<file path="src/rtl/if_pc_stage_if.sv">
// Bundle of the fetch stage's datapath and control signals. The optional
// misalign_err line exists only when PC_ALIGN_CHECK_EN is defined.
interface if_pc_stage_if;
    logic [31:0] pc;
    logic [31:0] pc_plus4;
    logic [31:0] instr;
    logic        stall;
    logic        branch_taken;
    logic [31:0] branch_target;
    logic        jump;
    logic [31:0] jump_target;
    logic [31:0] ifid_instr;
    logic [31:0] ifid_pc_plus4;
    logic        ifid_valid;
`ifdef PC_ALIGN_CHECK_EN
    logic        misalign_err;
`endif

    // master: the fetch stage itself; slave: incrementer, imem and decode side
    modport master (
        output pc, ifid_instr, ifid_pc_plus4, ifid_valid,
`ifdef PC_ALIGN_CHECK_EN
        output misalign_err,
`endif
        input  pc_plus4, instr, stall, branch_taken, branch_target, jump, jump_target
    );

    modport slave (
        input  pc, ifid_instr, ifid_pc_plus4, ifid_valid,
`ifdef PC_ALIGN_CHECK_EN
        input  misalign_err,
`endif
        output pc_plus4, instr, stall, branch_taken, branch_target, jump, jump_target
    );
endinterface

</file>
<file path="src/rtl/if_pc_stage.sv">
// Instruction-fetch stage: PC register, next-PC select and IF/ID register.
// Define PC_ALIGN_CHECK_EN to force redirect targets word-aligned and flag misalignment.
module if_pc_stage #(
    parameter logic [31:0] RESET_PC  = 32'h0000_0000,
    parameter logic [31:0] NOP_INSTR = 32'h0000_0000
) (
    input  logic          clk,
    input  logic          rst,
    if_pc_stage_if.master bus
);
    logic [31:0] pc_reg, pc_next;
    logic [31:0] ifid_instr_reg, ifid_instr_next;
    logic [31:0] ifid_pc_plus4_reg, ifid_pc_plus4_next;
    logic        ifid_valid_reg, ifid_valid_next;
    logic        redirect;
    logic [31:0] redirect_target;
    logic [31:0] target_loaded;

    // Jump outranks branch; stall masks both so decode can re-present them later.
    assign redirect        = bus.jump | bus.branch_taken;
    assign redirect_target = bus.jump ? bus.jump_target : bus.branch_target;

`ifdef PC_ALIGN_CHECK_EN
    logic misalign_err_reg, misalign_err_next;
    assign target_loaded = {redirect_target[31:2], 2'b00};

    always_comb begin
        misalign_err_next = misalign_err_reg;
        if (!bus.stall && redirect && (redirect_target[1:0] != 2'b00))
            misalign_err_next = 1'b1;
    end

    always_ff @(posedge clk) begin
        if (rst) misalign_err_reg <= 1'b0;
        else     misalign_err_reg <= misalign_err_next;
    end

    assign bus.misalign_err = misalign_err_reg;
`else
    assign target_loaded = redirect_target;
`endif

    always_comb begin
        pc_next            = pc_reg;
        ifid_instr_next    = ifid_instr_reg;
        ifid_pc_plus4_next = ifid_pc_plus4_reg;
        ifid_valid_next    = ifid_valid_reg;
        if (bus.stall) begin
            pc_next = pc_reg;
        end else if (redirect) begin
            // Squash the wrong-path fetch sitting on instr this cycle.
            pc_next            = target_loaded;
            ifid_instr_next    = NOP_INSTR;
            ifid_pc_plus4_next = 32'h0;
            ifid_valid_next    = 1'b0;
        end else begin
            pc_next            = bus.pc_plus4;
            ifid_instr_next    = bus.instr;
            ifid_pc_plus4_next = bus.pc_plus4;
            ifid_valid_next    = 1'b1;
        end
    end

    always_ff @(posedge clk) begin
        if (rst) begin
            pc_reg            <= RESET_PC;
            ifid_instr_reg    <= NOP_INSTR;
            ifid_pc_plus4_reg <= 32'h0;
            ifid_valid_reg    <= 1'b0;
        end else begin
            pc_reg            <= pc_next;
            ifid_instr_reg    <= ifid_instr_next;
            ifid_pc_plus4_reg <= ifid_pc_plus4_next;
            ifid_valid_reg    <= ifid_valid_next;
        end
    end

    assign bus.pc            = pc_reg;
    assign bus.ifid_instr    = ifid_instr_reg;
    assign bus.ifid_pc_plus4 = ifid_pc_plus4_reg;
    assign bus.ifid_valid    = ifid_valid_reg;
endmodule
</file>
<file path="src/flat_wrapper.sv">
// flat-port wrapper written by rule: the top's interface ports become plain ports
module if_pc_stage_flat 
#(
    parameter logic [31:0] RESET_PC  = 32'h0000_0000,
    parameter logic [31:0] NOP_INSTR = 32'h0000_0000
)
  (clk, rst, bus_pc, bus_ifid_instr, bus_ifid_pc_plus4, bus_ifid_valid, bus_pc_plus4, bus_instr, bus_stall, bus_branch_taken, bus_branch_target, bus_jump, bus_jump_target);
  if_pc_stage_if bus_i ();
  input  logic clk;
  input  logic rst;
  output wire logic [$bits(bus_i.pc)-1:0] bus_pc;
  output wire logic [$bits(bus_i.ifid_instr)-1:0] bus_ifid_instr;
  output wire logic [$bits(bus_i.ifid_pc_plus4)-1:0] bus_ifid_pc_plus4;
  output wire logic [$bits(bus_i.ifid_valid)-1:0] bus_ifid_valid;
  input wire logic [$bits(bus_i.pc_plus4)-1:0] bus_pc_plus4;
  input wire logic [$bits(bus_i.instr)-1:0] bus_instr;
  input wire logic [$bits(bus_i.stall)-1:0] bus_stall;
  input wire logic [$bits(bus_i.branch_taken)-1:0] bus_branch_taken;
  input wire logic [$bits(bus_i.branch_target)-1:0] bus_branch_target;
  input wire logic [$bits(bus_i.jump)-1:0] bus_jump;
  input wire logic [$bits(bus_i.jump_target)-1:0] bus_jump_target;
  assign bus_pc = bus_i.pc;
  assign bus_ifid_instr = bus_i.ifid_instr;
  assign bus_ifid_pc_plus4 = bus_i.ifid_pc_plus4;
  assign bus_ifid_valid = bus_i.ifid_valid;
  assign bus_i.pc_plus4 = bus_pc_plus4;
  assign bus_i.instr = bus_instr;
  assign bus_i.stall = bus_stall;
  assign bus_i.branch_taken = bus_branch_taken;
  assign bus_i.branch_target = bus_branch_target;
  assign bus_i.jump = bus_jump;
  assign bus_i.jump_target = bus_jump_target;
  if_pc_stage #(.RESET_PC(RESET_PC), .NOP_INSTR(NOP_INSTR)) u_core (.clk(clk), .rst(rst), .bus(bus_i));
endmodule
</file>
<file path="config.mk">
export PLATFORM = sky130hd
export DESIGN_NAME = if_pc_stage_flat
export DESIGN_NICKNAME = d
export VERILOG_FILES = /design/src/rtl/if_pc_stage_if.sv /design/src/rtl/if_pc_stage.sv /design/src/flat_wrapper.sv
export SDC_FILE = /design/constraint.sdc
export NUM_CORES = 1
export LEC_CHECK = 0
export ABC_AREA = 1
export CAP_MARGIN = 10
export CORE_MARGIN = 2
export CORE_UTILIZATION = 38
export CTS_CLUSTER_SIZE = 40
export DETAILED_ROUTE_END_ITERATION = 10
export PLACE_DENSITY = 0.77
export REMOVE_ABC_BUFFERS = 1
export SYNTH_ARGS = -nofsm -noshare
export SYNTH_HDL_FRONTEND = slang
export SYNTH_SLANG_ARGS = --single-unit
</file>
<file path="constraint.sdc">
create_clock -name clk -period 1 [get_ports clk]
set_input_delay 0.15 -clock clk [delete_from_list [all_inputs] [get_ports clk]]
set_output_delay 0.15 -clock clk [all_outputs]
set_load 0.005 [all_outputs]
</file>
Figure 1. Supply network.
Bar = 20 um. Pins as bars on the die edge.
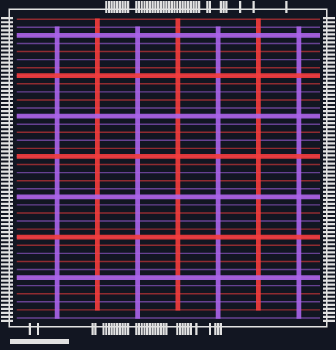
legend:
  purple:
    net: VSS
  red:
    net: VDD
met1 rails: 38
signal pins: 230
met5 straps: 7
rows: 37
Die Span Y: 106 um
IR Drop Worst-Case VDD: 855 uV

Figure 2. Placed cells, one colour a class.
Fill, decap, tap and diode cells in grey.
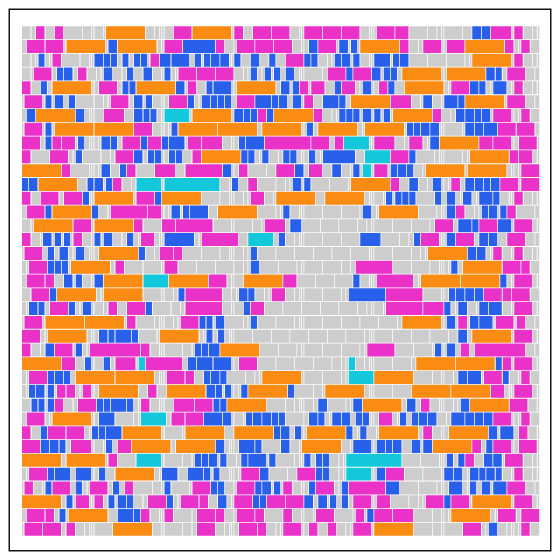
legend:
  orange:
    class: flip-flops
    cells: 97
  magenta:
    class: other buffers and delay cells
    cells: 273
  cyan:
    class: clock drivers and dummy loads
    cells: 15
  blue:
    class: all other logic
    cells: 402
core region area: 10300 um2
post-route cell area: 6780 um2
Final Core Density: 0.659

==> flow report <==
======================================================================================
Maximum clock rate ......................................................     1040 MHz
Count of pins over their slew limit .....................................            0
Category of the worst setup path capture point .......................... primary output
Num sequential ..........................................................           97
Crit Path Category ...................................................... flip-flop to primary output
Maximum fanout count along the critical path ............................            2
Yosys top cell by area ..................................................      dfxtp_1
GR Util All Layers ......................................................        0.243
Largest net degree at the start of global routing .......................           46
Avg Cell Area, Syn ......................................................     7.40 um2
Detail Route Antenna Nets ...............................................            0
Number of tap instances .................................................          136
Signal arrival time at the worst endpoint ...............................      0.81 ns
Hold Vio Cnt, Final .....................................................            0
Sequential cell area ....................................................     2060 um2
Wire length of the first global-routing pass ............................      21.8 mm
CTS clock-pin slew for the worst setup and hold paths ...................      0.09 ns
Vias in the first global route ..........................................         4399
Tool warnings ...........................................................           26
Number of core rows .....................................................           37
Fraction of area in multi-input gates ...................................        0.272
Kind of cell with the highest combined delay on the critical path .......   flip-flops
Run status .............................................................. finished, final reports clean
Register area share after synthesis .....................................        0.487
WP buf/inv ..............................................................            1
Detailed-routing iteration count for the pre-antenna-repair pass ........            4
H-tree levels ...........................................................            3
Post-synth area hogs .................................................... dfxtp_1, nand2_1, a21oi_1
Total grt overflow ......................................................            0
Switching power of the nets .............................................      2.09 mW
Min Tclk post-route .....................................................     0.963 ns
# setup viols final .....................................................            0
Per-cell routed wire length .............................................      15.4 um
Multi-input gate count ..................................................          380
Cells after synthesis ...................................................          539
Power density relative to cell area .....................................  1270 nW/um2
Unrepaired setup endpoints after global routing .........................         true
Proportion of synthesized flip-flops having asynchronous set or reset ...            0
Number of diodes added for antenna fixing ...............................            0
CP peak stage delay .....................................................      0.33 ns
CP endpoint .............................................................   bus_pc[26]
Number of fill cells ....................................................          918
P_leak ..................................................................      2.99 nW
Final Hold Slack ........................................................     0.217 ns
Classification of the worst-slack hold path ............................. input pin to flip-flop
Sw frac .................................................................        0.244
Initial antenna violation count .........................................            0
Launching element type of the critical path .............................    flip-flop
Start point of the critical path ........................................ u_core.bus.pc[26]
Hpwl dp .................................................................      9.99 mm
Weighted congestion reported at the end of routability-driven placement .        0.833
Power after layout ......................................................      8.57 mW
Depth of the worst register-to-register path ............................            3
Headroom to the max-slew limit ..........................................        0.750
Number of standard cells reported by yosys ..............................          539
Number of synthesized flops with an enable pin ..........................            0
Reported max-cap violation count ........................................            0
Count of clock buffers in the final design ..............................           12
Power share of the clock group ..........................................        0.322
======================================================================================
power groups by stage:
stage               Clock, mW  Combinational [mW]  Sequential (mW)
CTS                      2.83                1.58             4.15
global route             3.01                1.79             4.18
floorplan                   0               0.387             4.22
global placement            0                1.63             4.21
detailed placement          0                1.66             4.21
finish                   2.76                1.65             4.16
metrics by stage:
stage | std cells | setup WS (ns) | instance area [um2] | util | setup TNS [ns]
2_1_floorplan | 499 | -0.112 | 3760 | - | -3.45
3_3_place_gp | 890 | -0.477 | 6530 | 0.635 | -40.33
3_5_place_dp | 890 | -0.533 | 6530 | 0.635 | -43.08
4_1_cts | 920 | 0.00362 | 6560 | 0.639 | 0
5_1_grt | 923 | -0.00530 | 6780 | 0.659 | -0.00557
6_report | 923 | 0.0370 | 6780 | 0.659 | 0
cells in the final DEF (no fill, tap or decap), drive strengths merged:
cell type | netlist | final
a21boi | 14 | 14
clkdlybuf4s50 | 0 | 128
o21ai | 29 | 29
a21oi | 95 | 95
clkbuf | 11 | 14
clkinv | 0 | 1
nand2 | 187 | 187
nor3 | 1 | 1
dfxtp | 97 | 97
nand3 | 36 | 36
bufinv | 0 | 2
inv | 22 | 22
nor2 | 18 | 18
buf | 29 | 143
logic make-up after synthesis:
group | Yosys count | synth area share
DFF | 97 | 0.487
AOI/OAI and AO/OA | 138 | 0.188
buffers and inverters | 62 | 0.0781
and+or+nand+nor | 242 | 0.247
per-layer routing:
metal  wire length [um]  GRT usage  vias to the layer above
li1                   -          -                     2235
met1               5550      0.283                     2067
met2               6950      0.427                      220
met3               1510     0.0785                       12
met4                163     0.0724                        0
met5                  0          0                        -
what timing repair did:
item / 4_1_cts / 5_1_grt
buffers inserted: 13 / 2
resized: 489 / 37
cloned: 2 / 1
endpoints found under the setup margin: 189 / 52
pin swaps: 4 / 5
Power figures rest on the tool's default switching activity, not on a simulated workload.
